<file path="config.mk">
export PLATFORM = sky130hd
export DESIGN_NAME = tour_move_sequencer
export DESIGN_NICKNAME = d
export VERILOG_FILES = /design/src/rtl/tour_pkg.sv /design/src/rtl/knight_move_decode.sv /design/src/rtl/tour_move_sequencer.sv
export SDC_FILE = /design/constraint.sdc
export NUM_CORES = 1
export LEC_CHECK = 0
export CAP_MARGIN = 10
export CORE_UTILIZATION = 45
export CTS_CLUSTER_DIAMETER = 30
export DETAILED_ROUTE_END_ITERATION = 16
export PLACE_DENSITY_LB_ADDON = 0.08
export SYNTH_ARGS = -nofsm -noshare
export SYNTH_HDL_FRONTEND = slang
export SYNTH_SLANG_ARGS = --single-unit
</file>
<file path="constraint.sdc">
create_clock -name clk -period 4.2 [get_ports clk]
set_input_delay 0.63 -clock clk [delete_from_list [all_inputs] [get_ports clk]]
set_output_delay 0.63 -clock clk [all_outputs]
set_load 0.02 [all_outputs]
</file>
<file path="src/rtl/tour_pkg.sv">
// Shared definitions for the knight tour move sequencer: state encoding,
// command opcodes, heading bytes, response bytes and leg command builders.
package tour_pkg;

  // Sequencer state encoding
  typedef logic [3:0] state_t;

  localparam state_t ST_IDLE   = 4'd0;
  localparam state_t ST_LOAD   = 4'd1;
  localparam state_t ST_VERT   = 4'd2;
  localparam state_t ST_WAIT_V = 4'd3;
  localparam state_t ST_HORZ   = 4'd4;
  localparam state_t ST_WAIT_H = 4'd5;
  localparam state_t ST_PAUSED = 4'd6;
  localparam state_t ST_ABORT  = 4'd7;
  localparam state_t ST_DONE   = 4'd8;

  // Heading bytes understood by the command processor
  localparam logic [7:0] HDG_NORTH = 8'h00;
  localparam logic [7:0] HDG_WEST  = 8'h3F;
  localparam logic [7:0] HDG_SOUTH = 8'h7F;
  localparam logic [7:0] HDG_EAST  = 8'hBF;

  // Command opcodes (upper nibble of a command word)
  localparam logic [3:0] OP_MOVE    = 4'b0010;
  localparam logic [3:0] OP_MOVE_FF = 4'b0011;
  localparam logic [3:0] OP_PAUSE   = 4'b0000;
  localparam logic [3:0] OP_ABORT   = 4'b1111;

  // Response bytes returned to the host
  localparam logic [7:0] RESP_MV   = 8'h5A;
  localparam logic [7:0] RESP_DONE = 8'hA5;
  localparam logic [7:0] RESP_ABT  = 8'hEE;

  // Vertical leg: plain move, north for positive dy, squares = |dy|
  function automatic logic [15:0] vert_cmd(input logic signed [2:0] dy);
    logic [2:0] raw;
    logic [2:0] mag;
    logic [7:0] hdg;
    raw = dy;
    mag = raw[2] ? (3'd0 - raw) : raw;
    hdg = raw[2] ? HDG_SOUTH : HDG_NORTH;
    return {OP_MOVE, hdg, 1'b0, mag};
  endfunction

  // Horizontal leg: move with fanfare, east for positive dx, squares = |dx|
  function automatic logic [15:0] horz_cmd(input logic signed [2:0] dx);
    logic [2:0] raw;
    logic [2:0] mag;
    logic [7:0] hdg;
    raw = dx;
    mag = raw[2] ? (3'd0 - raw) : raw;
    hdg = raw[2] ? HDG_WEST : HDG_EAST;
    return {OP_MOVE_FF, hdg, 1'b0, mag};
  endfunction

endpackage

</file>
<file path="src/rtl/knight_move_decode.sv">
// Combinational decode of a one-hot knight move into signed (dx, dy) offsets.
module knight_move_decode
  import tour_pkg::*;
(
  input  logic              [7:0] move,
  output logic signed       [2:0] dx,
  output logic signed       [2:0] dy,
  output logic                    valid
);

  // Map each one-hot move bit to its offset; anything not exactly one-hot is invalid
  always_comb begin
    dx    = 3'sd0;
    dy    = 3'sd0;
    valid = (move != 8'h00) && ((move & (move - 8'd1)) == 8'h00);
    case (move)
      8'h01: begin dx =  3'sd1; dy =  3'sd2; end
      8'h02: begin dx = -3'sd1; dy =  3'sd2; end
      8'h04: begin dx = -3'sd2; dy =  3'sd1; end
      8'h08: begin dx = -3'sd2; dy = -3'sd1; end
      8'h10: begin dx = -3'sd1; dy = -3'sd2; end
      8'h20: begin dx =  3'sd1; dy = -3'sd2; end
      8'h40: begin dx =  3'sd2; dy = -3'sd1; end
      8'h80: begin dx =  3'sd2; dy =  3'sd1; end
      default: begin dx = 3'sd0; dy = 3'sd0; end
    endcase
  end

endmodule

</file>
<file path="src/rtl/tour_move_sequencer.sv">
// Tour command sequencer: passes host commands through when idle or paused,
// otherwise walks the solver's move list issuing a vertical then a horizontal
// leg per knight move, with pause/resume and abort support.
module tour_move_sequencer
  import tour_pkg::*;
#(
  parameter int BOARD_DIM = 5,
  parameter int CMD_W     = 16,
  parameter int IDX_W     = $clog2(BOARD_DIM*BOARD_DIM)
) (
  input  logic             clk,
  input  logic             rst,
  input  logic             start_tour,
  input  logic [7:0]       move,
  output logic [IDX_W-1:0] mv_indx,
  input  logic [CMD_W-1:0] cmd_UART,
  input  logic             cmd_rdy_UART,
  input  logic             clr_cmd_rdy,
  input  logic             send_resp,
  output logic [CMD_W-1:0] cmd,
  output logic             cmd_rdy,
  output logic [7:0]       resp,
  output logic             tour_busy,
  output logic             paused
);

  localparam int NUM_MV = BOARD_DIM*BOARD_DIM - 1;
  localparam logic [IDX_W-1:0] LAST_IDX = IDX_W'(NUM_MV - 1);

  state_t             state;
  logic [CMD_W-1:0]   cmd_q;
  logic               cmd_rdy_q;
  logic signed [2:0]  dx_q;
  logic               pause_pend;
  logic               resume_horz;

  logic signed [2:0]  dec_dx;
  logic signed [2:0]  dec_dy;
  logic               dec_valid;
  logic               pause_req;
  logic               abort_req;
  logic               pause_now;

  knight_move_decode u_decode (
    .move  (move),
    .dx    (dec_dx),
    .dy    (dec_dy),
    .valid (dec_valid)
  );

  // Host pause/abort requests; an abort already in progress is not re-armed
  always_comb begin
    pause_req = cmd_rdy_UART && (cmd_UART[15:12] == OP_PAUSE) &&
                (state != ST_IDLE) && (state != ST_PAUSED);
    abort_req = (cmd_UART[15:12] == OP_ABORT) &&
                (state != ST_IDLE) && (state != ST_ABORT);
    pause_now = pause_pend || pause_req;
  end

  // Main tour sequencing: leg handshakes, move index, responses, pause and abort
  always_ff @(posedge clk) begin
    if (rst) begin
      state       <= ST_IDLE;
      mv_indx     <= '0;
      cmd_q       <= '0;
      cmd_rdy_q   <= 1'b0;
      resp        <= RESP_MV;
      dx_q        <= 3'sd0;
      pause_pend  <= 1'b0;
      resume_horz <= 1'b0;
    end else if (abort_req) begin
      state      <= ST_ABORT;
      cmd_rdy_q  <= 1'b0;
      resp       <= RESP_ABT;
      mv_indx    <= '0;
      pause_pend <= 1'b0;
    end else begin
      if (pause_req) begin
        pause_pend <= 1'b1;
      end
      case (state)
        ST_IDLE: begin
          pause_pend <= 1'b0;
          if (start_tour) begin
            state   <= ST_LOAD;
            mv_indx <= '0;
            resp    <= RESP_MV;
          end
        end
        ST_LOAD: begin
          if (dec_valid) begin
            dx_q      <= dec_dx;
            cmd_q     <= CMD_W'(vert_cmd(dec_dy));
            cmd_rdy_q <= 1'b1;
            state     <= ST_VERT;
          end else begin
            state      <= ST_ABORT;
            cmd_rdy_q  <= 1'b0;
            resp       <= RESP_ABT;
            mv_indx    <= '0;
            pause_pend <= 1'b0;
          end
        end
        ST_VERT: begin
          if (clr_cmd_rdy) begin
            cmd_rdy_q <= 1'b0;
            state     <= ST_WAIT_V;
          end
        end
        ST_WAIT_V: begin
          if (send_resp) begin
            if (pause_now) begin
              state       <= ST_PAUSED;
              resume_horz <= 1'b1;
              pause_pend  <= 1'b0;
            end else begin
              cmd_q     <= CMD_W'(horz_cmd(dx_q));
              cmd_rdy_q <= 1'b1;
              state     <= ST_HORZ;
            end
          end
        end
        ST_HORZ: begin
          if (clr_cmd_rdy) begin
            cmd_rdy_q <= 1'b0;
            state     <= ST_WAIT_H;
          end
        end
        ST_WAIT_H: begin
          if (send_resp) begin
            pause_pend <= 1'b0;
            if (mv_indx == LAST_IDX) begin
              resp  <= RESP_DONE;
              state <= ST_DONE;
            end else begin
              resp    <= RESP_MV;
              mv_indx <= mv_indx + 1'b1;
              if (pause_now) begin
                state       <= ST_PAUSED;
                resume_horz <= 1'b0;
              end else begin
                state <= ST_LOAD;
              end
            end
          end
        end
        ST_PAUSED: begin
          if (start_tour) begin
            if (resume_horz) begin
              cmd_q     <= CMD_W'(horz_cmd(dx_q));
              cmd_rdy_q <= 1'b1;
              state     <= ST_HORZ;
            end else begin
              state <= ST_LOAD;
            end
          end
        end
        ST_ABORT: begin
          state <= ST_IDLE;
        end
        ST_DONE: begin
          state <= ST_IDLE;
        end
        default: begin
          state <= ST_IDLE;
        end
      endcase
    end
  end

  // Host commands pass straight through while idle or paused
  always_comb begin
    cmd     = cmd_q;
    cmd_rdy = cmd_rdy_q;
    if ((state == ST_IDLE) || (state == ST_PAUSED)) begin
      cmd     = cmd_UART;
      cmd_rdy = cmd_rdy_UART;
    end
  end

  assign tour_busy = (state != ST_IDLE);
  assign paused    = (state == ST_PAUSED);

endmodule

</file>
==> GITHUB_STEP_SUMMARY <==
## PnR job results

| Metric | Value |
|---|---|
| Pin count of the biggest net entering global routing | 25 |
| Basic Gates by Area | 33.4% |
| Status | finished clean |
| Share of layout cells above drive strength 1 | 8.67% |
| Slew at the pin closest to its max-slew limit | 0.772 ns |
| H-tree level count | 1 |
| Post-synth area hogs | dfxtp_1, nand2_1, a21oi_1 |
| MI comb area | 1620 sq um |
| Vias | 2,409 |
| Seq pwr share | 23.5% |
| Max Slew Vio Count | 0 |
| Worst slew margin | 48.5% |
| Max VDD drop | 0.352 mV |
| Yosys xor share | 2.25% |
| Clock Sink Count | 27 |
| YS chip area | 2340 sq um |
| Pwr dens | 562 nW/um^2 |
| Max Buffers Root-to-Sink | 2 |
| Highest fanout seen on the critical path | 15 |
| Detail-routed via count per cell | 5.83 |
| Min-delay src | cmd_q[1]$_SDFFE_PP0P_ |
| I/O pin count | 62 |
| Final WL | 6070 um |
| DRC | 0 |
| Post-Syn Area | 2340 sq um |
| Die Ht | 74.1 um |
| Clk slew on worst S/H paths | 0.10 ns |
| Die X | 74.1 um |
| Hold Slack | 0.482 ns |
| Comb/total area | 54.7% |
| Synth Flop Type | dfxtp_1 |
| Postcts setup bufs | 0 |
| P_sw | 785 uW |
| DP Cell Count | 409 |
| Global route overflow | 0 |
| Layout Cells excl Fill | 413 |
| Yosys cell count | 300 |
| CTS tree | yes |
| Type of origin of the critical path | register |
| Clk pwr share | 9.3% |
| Switching Fraction | 47.2% |
| DRT Pass-1 Iters | 5 |
| CP Class | register to output pin |
| Setup tns final | 0 ns |
| CTS Buf Count | 3 |
| Vias in the first global route | 2,082 |
| Synth Net Count | 333 |
==> critical path, cell delays in order (launching register included) <==
cell,delay [ns]
dfxtp_1,0.63
buf_4,0.28
nand2b_1,0.20
nand2_1,0.15
nor3_1,0.16
buf_4,0.22
nand2_1,0.07
o21ai_1,0.07
clkdlybuf4s50_1,0.61
==> flip-flops by register name (all words and copies together) (netlist names) <==
signal       flops
cmd_q            8
mv_indx          5
resp             4
state            4
dx_q             3
cmd_rdy_q        1
pause_pend       1
resume_horz      1
==> per-stage QoR <==
step           util, %  setup slack [ns]  power (mW)
2_1_floorplan        -              1.89        1.15
3_3_place_gp      60.1              1.20        1.50
3_5_place_dp      60.1              1.18        1.51
4_1_cts           61.1             0.915        1.66
5_1_grt           61.1             0.673        1.78
6_report          61.1             0.886        1.66
==> power by group through the flow <==
stage                     Combinational (mW)  Sequential (mW)  Clock (mW)
after floorplan                        0.789            0.357           0
after global placement                  1.11            0.396           0
after detailed placement                1.11            0.397           0
after CTS                               1.12            0.392       0.155
after global routing                    1.22            0.405       0.162
final                                   1.12            0.391       0.154
==> per-layer routing <==
| metal | wire (um) | share of wire (%) | up-vias | track usage, % |
|---|---|---|---|---|
| met5 | 0 | 0 | - | 0 |
| met4 | 72 | 1.2 | 0 | 6.84 |
| met3 | 380 | 6.3 | 7 | 2.17 |
| met2 | 2680 | 44 | 88 | 35.6 |
| met1 | 2940 | 48 | 1102 | 32.1 |
| li1 | - | - | 1212 | - |
==> final timing paths <==
check	endpoint	slack (ns)	depth (start not counted)
min reg2reg	cmd_q[1]$_SDFFE_PP0P_	0.48	2
min	cmd_q[1]$_SDFFE_PP0P_	0.48	2
max	cmd[0]	0.89	8
max reg2reg	mv_indx[2]$_SDFFE_PP0P_	1.54	5
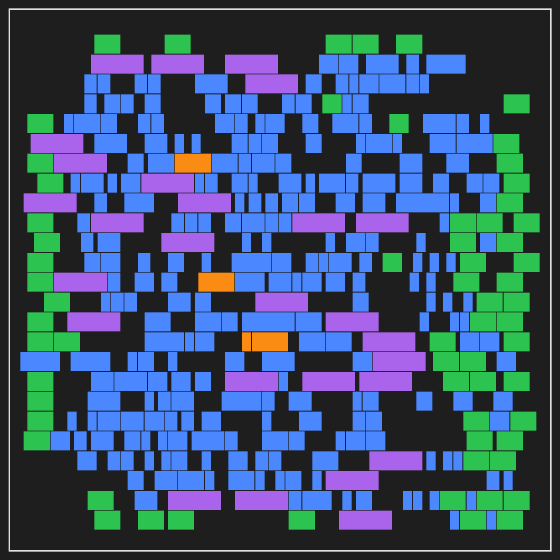
Fig. 1. Cell classes on the final placement.
[blue] all other logic | cells: 251 | share of their area: 58%
[purple] flops | cells: 27 | share of their area: 19%
[orange] clock drivers and dummy loads | cells: 4 | share of their area: 1.6%
[green] other buffers and delay cells | cells: 64 | share of their area: 22%

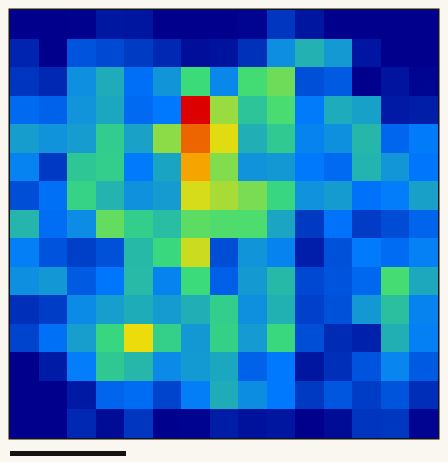
Fig. 2. Wire density map.
Scale bar: 20 um. 15 x 15 tiles, from dark blue (low) to red (high), scaled to the fullest tile. Values are wire area over tile area, all layers added.
densest ninth of the die: center
mean over tiles: 0.18
nearly empty tiles: 11%
fullest tile: 0.68
tiles over half the peak: 8.9%

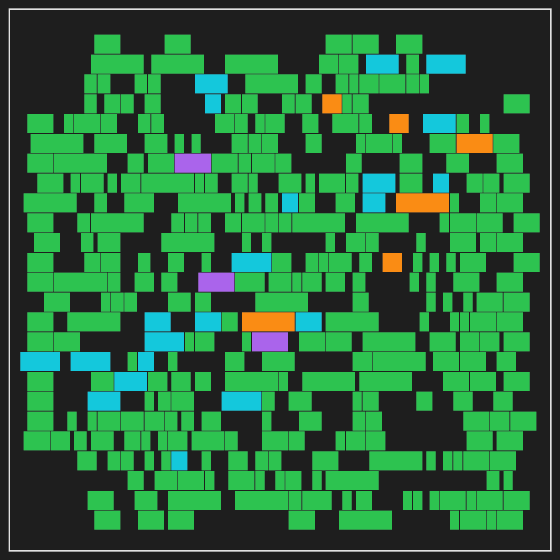
Fig. 3. Drive-strength map.
[orange] drive 3 to 4 | cells: 6 | most used: buf_4
[green] drive 1 or less | cells: 316 | most used: clkdlybuf4s50_1
[purple] drive 6 and up | cells: 3 | most used: clkbuf_8
[cyan] drive 2 | cells: 21 | most used: nor2_2
worst setup margin: 0.886 ns
final instance area: 2960 sq um

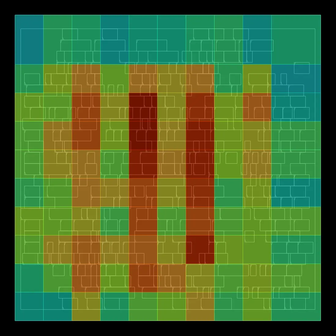
Fig. 4. Routing congestion map.
wire per inst: 14.7 um
GR Util met3: 2.17%
GR Util met1: 32.1%

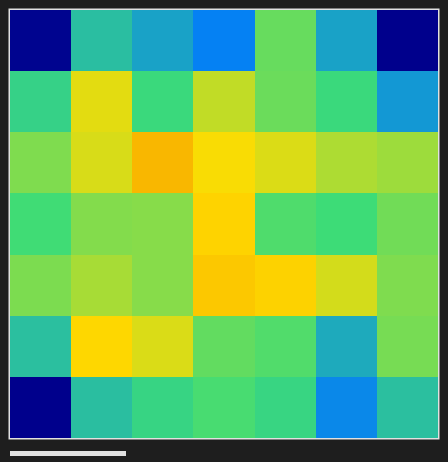
Fig. 5. Cell density map.
Scale bar: 20 um. 7 x 7 tiles, from dark blue (low) to red (high), 0 to 100% covered.
densest ninth of the die: center
tiles over 75% full: 10%
fullest tile: 79%
mean over tiles: 53%
nearly empty tiles: 6.1%
core region area: 4850 sq um
Initial Util: 48.2%

Power is estimated from default activity; no workload was simulated.
